**config.mk**
```make
export PLATFORM = sky130hd
export DESIGN_NAME = pipe_hold_ctrl
export DESIGN_NICKNAME = d
export VERILOG_FILES = /design/src/rtl/pipe_hold_ctrl.sv
export SDC_FILE = /design/constraint.sdc
export NUM_CORES = 1
export LEC_CHECK = 0
export CAP_MARGIN = 10
export CELL_PAD_IN_SITES_DETAIL_PLACEMENT = 1
export CELL_PAD_IN_SITES_GLOBAL_PLACEMENT = 1
export CORE_UTILIZATION = 35
export DETAILED_ROUTE_END_ITERATION = 12
export GPL_ROUTABILITY_DRIVEN = 0
export HOLD_SLACK_MARGIN = 0.08
export PLACE_DENSITY = 0.85
export SETUP_SLACK_MARGIN = 0.05
export SYNTH_ARGS = -nofsm -noshare
export SYNTH_HDL_FRONTEND = slang
export SYNTH_SLANG_ARGS = --single-unit
```
**constraint.sdc**
```tcl
create_clock -name clk -period 5.9 [get_ports clk]
set_input_delay 1.77 -clock clk [delete_from_list [all_inputs] [get_ports clk]]
set_output_delay 1.77 -clock clk [all_outputs]
set_load 0.1 [all_outputs]
```
**src/rtl/pipe_hold_ctrl.sv**
```systemverilog
// Central pipeline hold-vector generator: fetch/data bus trackers,
// mul/div latency timer, single-cycle load-use stall, stall counter.
// Ports:
//   clk, reset                 - clock and synchronous active-high reset
//   i_req_valid, i_resp        - fetch request and instruction bus data_ok
//   i_issue                    - gated fetch request to the instruction bus
//   d_req_valid, d_resp        - memory request and data bus data_ok
//   d_issue                    - gated data request to the data bus
//   md_start, md_done          - mul/div start and result-valid level
//   lu_hazard                  - load-use dependency seen in decode
//   hold_vec, advance          - hold vector (nonzero = hold); advance = all zero
//   stall_cycles               - saturating count of held cycles
module pipe_hold_ctrl #(
  parameter int MD_CYCLES = 8,
  parameter int CNT_W     = 32
) (
  input  logic             clk,
  input  logic             reset,
  input  logic             i_req_valid,
  input  logic             i_resp,
  output logic             i_issue,
  input  logic             d_req_valid,
  input  logic             d_resp,
  output logic             d_issue,
  input  logic             md_start,
  output logic             md_done,
  input  logic             lu_hazard,
  output logic [6:0]       hold_vec,
  output logic             advance,
  output logic [CNT_W-1:0] stall_cycles
);

  typedef enum logic [1:0] {
    B_IDLE,
    B_BUSY,
    B_DONE
  } bus_st_e;

  typedef enum logic [1:0] {
    M_IDLE,
    M_RUN,
    M_DONE
  } md_st_e;

  localparam logic [7:0] MD_LOAD = 8'(MD_CYCLES - 1);

  bus_st_e          if_q, if_d;
  bus_st_e          dm_q, dm_d;
  md_st_e           md_q, md_d;
  logic [7:0]       cnt_q, cnt_d;
  logic             lu_served_q, lu_served_d;
  logic [CNT_W-1:0] stall_q, stall_d;

  logic             i_busy;
  logic             d_busy;
  logic             md_busy;
  logic             lu_stall;

  function automatic logic bus_busy(
    input bus_st_e st,
    input logic    req,
    input logic    resp
  );
    logic b;
    b = 1'b0;
    unique case (st)
      B_IDLE:  b = req & ~resp;
      B_BUSY:  b = ~resp;
      default: b = 1'b0;
    endcase
    return b;
  endfunction

  // Busy bits never look at advance, so advance feeding the
  // next-state logic below forms no combinational loop.
  function automatic bus_st_e bus_next(
    input bus_st_e st,
    input logic    req,
    input logic    resp,
    input logic    adv
  );
    bus_st_e n;
    n = st;
    unique case (st)
      B_IDLE: begin
        if (req & ~resp)
          n = B_BUSY;
        else if (req & resp & ~adv)
          n = B_DONE;
      end
      B_BUSY: begin
        if (resp)
          n = adv ? B_IDLE : B_DONE;
      end
      B_DONE: begin
        if (adv)
          n = B_IDLE;
      end
      default: n = B_IDLE;
    endcase
    return n;
  endfunction

  always_comb begin
    i_busy   = bus_busy(if_q, i_req_valid, i_resp);
    d_busy   = bus_busy(dm_q, d_req_valid, d_resp);
    md_busy  = (md_q == M_RUN) |
               ((md_q == M_IDLE) & md_start);
    lu_stall = lu_hazard & ~lu_served_q;
    hold_vec = {3'b000, lu_stall, md_busy, d_busy, i_busy};
    advance  = ~|hold_vec;
    i_issue  = i_req_valid & (if_q != B_DONE);
    d_issue  = d_req_valid & (dm_q != B_DONE);
    md_done  = (md_q == M_DONE);
  end

  always_comb begin
    if_d = bus_next(if_q, i_req_valid, i_resp, advance);
    dm_d = bus_next(dm_q, d_req_valid, d_resp, advance);

    md_d  = md_q;
    cnt_d = cnt_q;
    unique case (md_q)
      M_IDLE: begin
        if (md_start) begin
          cnt_d = MD_LOAD;
          md_d  = M_RUN;
        end
      end
      M_RUN: begin
        cnt_d = cnt_q - 8'd1;
        if (cnt_q == 8'd1)
          md_d = M_DONE;
      end
      M_DONE: begin
        if (advance)
          md_d = M_IDLE;
      end
      default: md_d = M_IDLE;
    endcase

    // A hazard still asserted across the advance that follows its
    // stall is the same dependency; re-arm only once it drops.
    lu_served_d = lu_served_q;
    if (lu_stall)
      lu_served_d = 1'b1;
    else if (advance & ~lu_hazard)
      lu_served_d = 1'b0;

    stall_d = stall_q;
    if ((|hold_vec) && !(&stall_q))
      stall_d = stall_q + CNT_W'(1);
  end

  always_ff @(posedge clk) begin
    if (reset) begin
      if_q        <= B_IDLE;
      dm_q        <= B_IDLE;
      md_q        <= M_IDLE;
      cnt_q       <= 8'd0;
      lu_served_q <= 1'b0;
      stall_q     <= '0;
    end else begin
      if_q        <= if_d;
      dm_q        <= dm_d;
      md_q        <= md_d;
      cnt_q       <= cnt_d;
      lu_served_q <= lu_served_d;
      stall_q     <= stall_d;
    end
  end

  assign stall_cycles = stall_q;

endmodule

```
==> reports/metrics.csv, run 1 <==
stage;metric;value;unit
logic_synthesis;aoi_share;18.2;%
finish;layout_top_cells;dfxtp_1, clkdlybuf4s50_1, a21oi_1;
global_route;antenna_found_initial;0;
global_route;use_met1;22.7;%
sta;setup_violations;0;
finish;fin_util;45.1;%
logic_synthesis;ff_type;dfxtp_1;
logic_synthesis;syn-cell-area;0.00256;mm2
finish;seq-cell-share;30.0;%
outcome;status;finished, final reports clean;
finish;comb_share;46.8;%
job;warnings;27;
setup_path;worst-path-buf-inv;3;
logic_synthesis;ys_warn_count;0;
clock_tree;numCtsBuffers;5;
logic_synthesis;ys_seq_share;36.7;%
floorplan;fp-row-count;30;
placement;dp_slack;0.640;ns
sta;tightest_slew;1.03;ns
setup_path;path_cells;clkdlybuf4s50_1 > o21bai_1 > nand2b_1 > or2_2 > inv_1 > buf_12;
finish;layout_top_cell;dfxtp_1;
clock_tree;h-tree-depth;2;
logic_synthesis;edf_count;0;
drt;drt_iter0_drc;96;
logic_synthesis;synth.most_common_cell;dfxtp_1;
setup_path;cpPeakStageDelay;0.42;ns
logic_synthesis;simple_gate_share;32.7;%
logic_synthesis;syn_inst;310;
floorplan;tapCellCount;96;
finish;n_clock_buffer;8;
floorplan;boundaryPins;51;
sta;holdWs;0.495;ns
drt;drc;0;
setup_path;cp-end-kind;primary output;
**Run 1: power grid**

Bar = 20 um. Pins as bars on the die edge. Tap cells in gray.
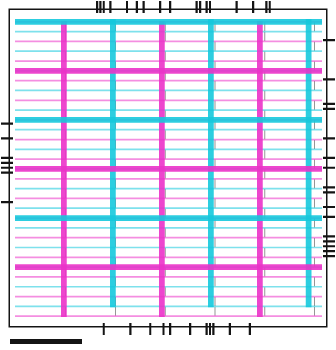
net	color
VDD	cyan
VSS	magenta
rows	30
tap cells	96

**Run 1: placement by cell class**

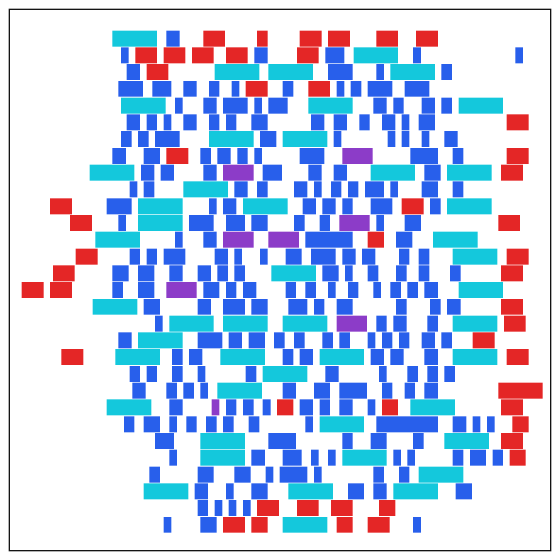
class	color	cells
combinational and other logic	blue	246
flops	cyan	47
clock drivers and dummy loads	purple	8
other buffers and delay cells	red	49

**Run 1: routed clock nets over the placement**

Bar = 20 um.
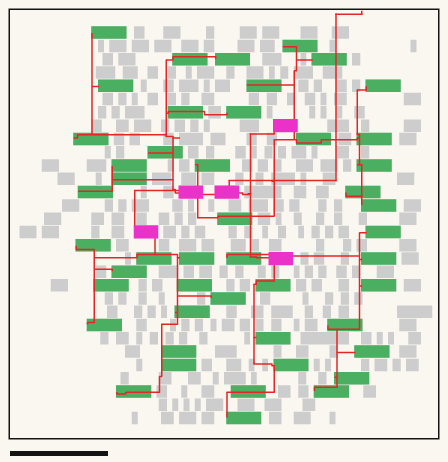
[flip-flops] green | count: 47
[clock wires] red | length: 624 um
[clock drivers] magenta | count: 5
routed clock nets	6
flops lie	spread over the die

**Run 1: signal wires by layer**

Bar = 20 um. Only two layers are drawn.
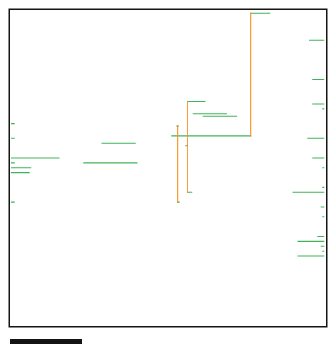
layer	color	wire length
metal 3	green	146 um
metal 4	orange	80.2 um
WL per Instance: 14.8 um
GRT Total Usage: 17.9%
DR vias: 2,472
routed wire length: 6.61 mm

==> run 1 -> run 2 <==
--- a/config.mk
+++ b/config.mk
@@ -8,6 +8,7 @@
 export CAP_MARGIN = 10
 export CELL_PAD_IN_SITES_DETAIL_PLACEMENT = 1
 export CELL_PAD_IN_SITES_GLOBAL_PLACEMENT = 1
+export CORE_MARGIN = 1.5
 export CORE_UTILIZATION = 35
 export DETAILED_ROUTE_END_ITERATION = 12
 export GPL_ROUTABILITY_DRIVEN = 0
**Run 2: placement by cell class**

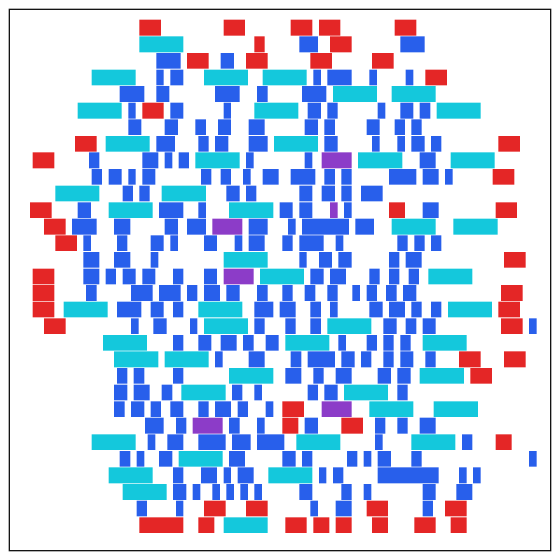
class	color	cells
other buffers and delay cells	red	49
clock drivers and dummy loads	purple	6
flops	cyan	47
combinational and other logic	blue	246
Seq area share: 30.3%
core area: 0.00718 mm2
Final Util: 43.3%
num rows: 31

==> run 2 against run 1 <==
Net effect:
- final area fell by 0.76%
- count of clock-buffer cells in the layout down 2
- register-to-register slack improved by 0.08 ns
- critical path type unchanged
- clock power down 15%
- final cell count rose by 0.22%
- sequential share of layout area rose by 0.23 points
==> reports/metrics.csv, run 2 <==
stage;metric;value;unit
drt;wl_per_cell;15.1;um
logic_synthesis;ys_sh_xor;0;%
drt;drc;0;
logic_synthesis;syn_inst;310;
floorplan;tapCellCount;99;
logic_synthesis;syn-cell-area;0.00256;mm2
outcome;status;finished, final reports clean;
power;total_power;0.661;mW
logic_synthesis;synth.most_common_cell;dfxtp_1;
global_route;grt_usage;18.5;%
finish;layout_top_cell;dfxtp_1;
finish;n_clock_buffer;6;
setup_path;cp-end-kind;primary output;
clock_tree;post-cts-setup-buffer-count;0;
setup_path;path_cells;clkdlybuf4s50_1 > o21bai_1 > nand2b_1 > or2_2 > inv_1 > buf_12;
finish;drive_gt1_share;10.6;%
sta;final_max_slew_viol_count;0;
global_route;grt_busiest_layer;met2;
placement;placed_cells;441;
logic_synthesis;simple_gate_share;32.7;%
job;warnings;27;
power;ir_worst_vdd;96.5;uV
sta;fmax;190;MHz
setup_path;worst-path-buf-inv;3;
finish;final-clk-cell-share;2.33;%
finish;largest_reg_flops;32;
logic_synthesis;edf_count;0;
drt;vias;2467;
sta;holdWs;0.507;ns
drt;drt_iter0_drc;95;
logic_synthesis;aoi_share;18.2;%
global_route;use_met1;23.2;%
global_route;antenna_found_initial;0;
floorplan;boundaryPins;51;
setup_path;cpPeakStageDelay;0.42;ns
logic_synthesis;ff_type;dfxtp_1;
sta;tightest_slew;1.02;ns
sta;setup_violations;0;
drt;drt-total-wl;6.77;mm
floorplan;initial_core_util;35.7;%
logic_synthesis;ys_seq_share;36.7;%
setup_path;r2r-end;stall_cycles[23];
clock_tree;h-tree-depth;2;
logic_synthesis;ys_cells;310;
drt;wl_met3;220;um
placement;dpl.hpwl;4.85;mm
**Run 2: routed clock nets over the placement**

Bar = 20 um.
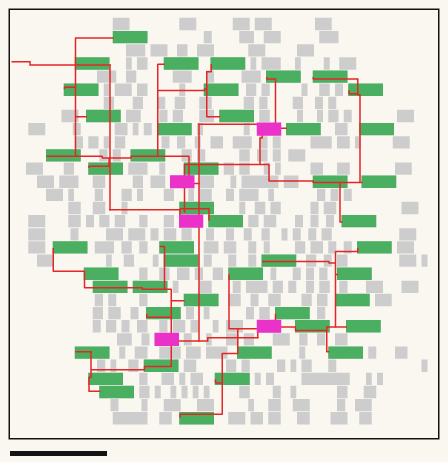
Max Clock Skew: 0.00763 ns
Clock Power: 0.183 mW
Clock Power Share: 27.6%
Insertion Delay late pin: 0.30 ns

Power figures rest on the tool's default switching activity, not on a simulated workload.
